`src/rtl/nco_pkg.sv`:
```
// nco_pkg: shared NCO/meter definitions: sample width, meter states, threshold helpers
package nco_pkg;

    localparam int NCO_DATA_W = 8;

    typedef enum logic {
        SEARCH  = 1'b0,
        MEASURE = 1'b1
    } meter_state_t;

    function automatic int mid_of(input int w);
        return 1 << (w - 1);
    endfunction

    function automatic int clamp_thr(input int v, input int w);
        return (v < 0) ? 0 : ((v > (1 << w) - 1) ? (1 << w) - 1 : v);
    endfunction

endpackage

```
`src/rtl/nco_xing_det.sv`:
```
// nco_xing_det: rising midscale crossing detector; FREQ_METER_HYST_EN adds a +/-HYST band
module nco_xing_det
    import nco_pkg::*;
#(
    parameter int DATA_W = NCO_DATA_W,
    parameter int HYST   = 8
) (
    input  logic              clk,
    input  logic              rst,
    input  logic [DATA_W-1:0] sample,
    input  logic              sample_valid,
    input  logic              restart,
    output logic              xing
);

`ifdef FREQ_METER_HYST_EN
    localparam bit HYST_EN = 1'b1;
`else
    localparam bit HYST_EN = 1'b0;
`endif

    localparam int                H  = HYST_EN ? HYST : 0;
    localparam logic [DATA_W-1:0] LO = DATA_W'(clamp_thr(mid_of(DATA_W) - H, DATA_W));
    localparam logic [DATA_W-1:0] HI = DATA_W'(clamp_thr(mid_of(DATA_W) + H, DATA_W));

    logic armed;

    assign xing = sample_valid && armed && (sample >= HI);

    // arm below the low threshold, disarm on the crossing it enables
    always_ff @(posedge clk or negedge rst) begin
        if (!rst)
            armed <= 1'b0;
        else if (restart)
            armed <= 1'b0;
        else if (sample_valid)
            armed <= xing ? 1'b0 : ((sample < LO) ? 1'b1 : armed);
    end

endmodule

```
`src/rtl/nco_freq_meter.sv`:
```
// nco_freq_meter: averages the period of rising midscale crossings over 2^AVG_LOG2 cycles
module nco_freq_meter
    import nco_pkg::*;
#(
    parameter int          DATA_W   = NCO_DATA_W,
    parameter int          CNT_W    = 24,
    parameter int          AVG_LOG2 = 2,
    parameter int          HYST     = 8,
    parameter int unsigned TIMEOUT  = 16777215
) (
    input  logic                      clk,
    input  logic                      rst,
    input  logic [DATA_W-1:0]         sample,
    input  logic                      sample_valid,
    input  logic                      restart,
    output logic [CNT_W-1:0]          period_avg,
    output logic [CNT_W+AVG_LOG2-1:0] period_sum,
    output logic                      meas_valid,
    output logic                      no_signal,
    output logic                      locked
);

    localparam int               SW   = CNT_W + AVG_LOG2;
    localparam int               IW   = (AVG_LOG2 > 0) ? AVG_LOG2 : 1;
    localparam logic [CNT_W-1:0] TMO  = CNT_W'(TIMEOUT);
    localparam logic [IW-1:0]    LAST = IW'((1 << AVG_LOG2) - 1);

    meter_state_t     state, state_nxt;
    logic             xing, tout, last;
    logic [CNT_W-1:0] cnt, period;
    logic [SW-1:0]    acc, acc_nxt;
    logic [IW-1:0]    idx;

    nco_xing_det #(.DATA_W(DATA_W), .HYST(HYST)) u_det (
        .clk          (clk),
        .rst          (rst),
        .sample       (sample),
        .sample_valid (sample_valid),
        .restart      (restart),
        .xing         (xing)
    );

    assign period  = (&cnt) ? cnt : cnt + 1'b1;
    assign acc_nxt = acc + SW'(period);
    assign tout    = sample_valid && !xing && (state == MEASURE) && (cnt == TMO);
    assign last    = (idx == LAST);
    assign locked  = (state == MEASURE);

    // state register
    always_ff @(posedge clk or negedge rst) begin
        if (!rst)
            state <= SEARCH;
        else
            state <= state_nxt;
    end

    // restart beats everything; a crossing beats a coincident timeout
    always_comb begin
        state_nxt = state;
        if (restart)
            state_nxt = SEARCH;
        else if (xing)
            state_nxt = MEASURE;
        else if (tout)
            state_nxt = SEARCH;
    end

    // sample counter, period accumulator and registered results
    always_ff @(posedge clk or negedge rst) begin
        if (!rst) begin
            cnt        <= '0;
            acc        <= '0;
            idx        <= '0;
            period_avg <= '0;
            period_sum <= '0;
            meas_valid <= 1'b0;
            no_signal  <= 1'b0;
        end else if (restart) begin
            cnt        <= '0;
            acc        <= '0;
            idx        <= '0;
            meas_valid <= 1'b0;
            no_signal  <= 1'b0;
        end else begin
            meas_valid <= 1'b0;
            if (sample_valid) begin
                cnt <= xing ? '0 : ((cnt == TMO) ? cnt : cnt + 1'b1);
                if (xing && state == MEASURE) begin
                    idx <= last ? '0 : idx + 1'b1;
                    acc <= last ? '0 : acc_nxt;
                    if (last) begin
                        period_sum <= acc_nxt;
                        period_avg <= acc_nxt[SW-1:AVG_LOG2];
                        meas_valid <= 1'b1;
                        no_signal  <= 1'b0;
                    end
                end else if (xing || tout) begin
                    acc <= '0;
                    idx <= '0;
                    if (tout)
                        no_signal <= 1'b1;
                end
            end
        end
    end

endmodule

```
`config.mk`:
```
export PLATFORM = sky130hd
export DESIGN_NAME = nco_freq_meter
export DESIGN_NICKNAME = d
export VERILOG_FILES = /design/src/rtl/nco_pkg.sv /design/src/rtl/nco_xing_det.sv /design/src/rtl/nco_freq_meter.sv
export SDC_FILE = /design/constraint.sdc
export NUM_CORES = 1
export LEC_CHECK = 0
export CAP_MARGIN = 20
export CORE_ASPECT_RATIO = 1.1
export CORE_MARGIN = 2
export CORE_UTILIZATION = 57
export CTS_CLUSTER_DIAMETER = 60
export DETAILED_ROUTE_END_ITERATION = 7
export GPL_ROUTABILITY_DRIVEN = 0
export PLACE_DENSITY = 0.77
export SLEW_MARGIN = 20
export SYNTH_ARGS = -nofsm -noshare
export SYNTH_HDL_FRONTEND = slang
export SYNTH_SLANG_ARGS = --single-unit
```
`constraint.sdc`:
```
create_clock -name clk -period 4.7 [get_ports clk]
set_clock_uncertainty 0.1 [all_clocks]
set_input_delay 0.94 -clock clk [delete_from_list [all_inputs] [get_ports clk]]
set_output_delay 0.94 -clock clk [all_outputs]
set_load 0.05 [all_outputs]
```
==> summary.txt <==
On the backend side, the flow ran end to end.

The total routing usage reported by global routing stands at roughly 25%. The number of non-clock inverters in the layout stands at 14. After legalization and detailed placement, the total HPWL measured approximately 9.0 mm. The initial antenna violation count stands at 0. The flop-to-flop setup slack stands at a little under 0.6 ns. The die area stands at 0.01043 mm².

The number of multi-input combinational cells in the layout stands at roughly 480. The H-tree depth stands at 3. The final non-filler cell total stands at around 770. The post-route worst setup slack stands at between 0.5 and 0.6 ns. Per the area breakdown, the dominant cell category is logic gates. The largest net degree at the start of global routing stands at roughly 83. The critical path is of the flip-flop to flip-flop type.

The global-route track usage on met3 stands at 2.673%. Sequential cells were found to cover a little under two fifths of the synthesized design area. TritonCTS built the clock tree. The synthesis report gives the async set-or-reset register share as 100.0%. Yosys instantiated no cell more often than sky130_fd_sc_hd__nand2_1. The final-stage net count stands at 690. The run finished with clean final reports. The power consumption stands at between 1000 and 1500 µW.

The synthesized design spends more area on one cell type than any other, namely sky130_fd_sc_hd__dfrtp_1. The combinational share of cell area stands at between 50% and 60%. The net load switching power stands at 304.1 µW.

The final hold slack stands at roughly 0.38 ns. The routed layout reports a DRC error count of 0. The synthesis warning total stands at 0. The footprint of the flip-flops and latches stands at between 0.002 and 0.0025 mm².
==> worst max-delay path by stage <==
stage / startpoint / to / slack (ns) / cells past startpoint
after floorplan: cnt[19] / period_avg[14] / 0.94 / 15
after global placement: cnt[0] / acc[19] / 0.69 / 13
after detailed placement: cnt[0] / period_avg[19] / 0.64 / 14
after CTS: cnt[0] / period_avg[20] / 0.60 / 14
after global routing: cnt[0] / period_avg[20] / 0.22 / 14
final: cnt[0] / period_avg[19] / 0.58 / 14
==> worst max-delay path, delay by kind of cell (launching register included) <==
family,cells,cell delay [ns]
adders and majority gates,2,0.74
AOI/OAI and AO/OA,5,1.12
DFF,1,0.44
muxes,1,0.30
and+or+nand+nor,5,1.13
xor gates and xnor gates,1,0.16
==> power groups by stage <==
| stage | Sequential, µW | Combinational (µW) | Clock (µW) |
|---|---|---|---|
| after floorplan | 725 | 31.5 | 0 |
| after global placement | 724 | 61.2 | 0 |
| after detailed placement | 724 | 63.2 | 0 |
| after CTS | 710 | 63.5 | 460 |
| after global routing | 710 | 70.5 | 480 |
| final | 710 | 62.4 | 454 |
==> state kept, by name (all words and copies together), names as in the netlist <==
signal,count
no_signal,1
meas_valid,1
locked,1
acc,26
cnt,24
idx,2
period_avg,24
u_det.armed,1
period_sum,2
==> metal layers <==
layer  vias up  part of all wire [%]
met1      2210                    47
met3        21                   4.4
met2       134                    46
met5         -                     0
li1       2261                     -
met4         0                   2.0
==> cells by family (layout without fill, tap and decap cells) <==
family | Yosys count | in the layout | synth area share (%)
buffers and inverters | 71 | 93 | 6.819
flip-flops | 82 | 82 | 37.40
multiplexers | 13 | 13 | 2.668
AND-OR/OR-AND | 174 | 174 | 21.69
adder cells (fa/ha/maj) | 27 | 27 | 6.294
AND/OR/NAND/NOR | 228 | 228 | 19.23
XOR/XNOR | 37 | 37 | 5.906
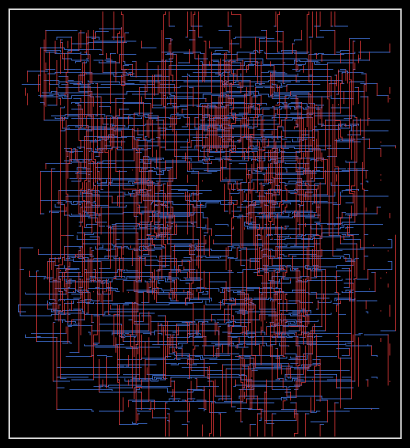
layers.png
(4 px per µm) Two of the layers only.
| colour | layer | wire length |
|---|---|---|
| blue | M1 | 5960 µm |
| red | M2 | 5830 µm |

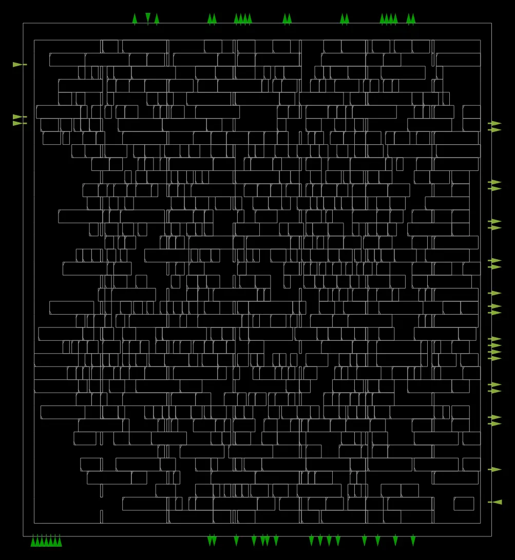
placed.png
number of well taps: 117
sequential share of cell area: 33.59%
core area: 0.009351 mm²
flop count: 82
fill cell count: 739

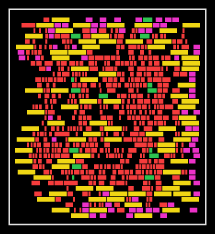
class_map.png
(2 px per µm)
| colour | class | cells |
|---|---|---|
| magenta | remaining buffers and delay cells | 65 |
| yellow | registers | 82 |
| red | remaining logic cells | 493 |
| green | clock drivers and dummy loads | 14 |

Power figures rest on the tool's default switching activity, not on a simulated workload.
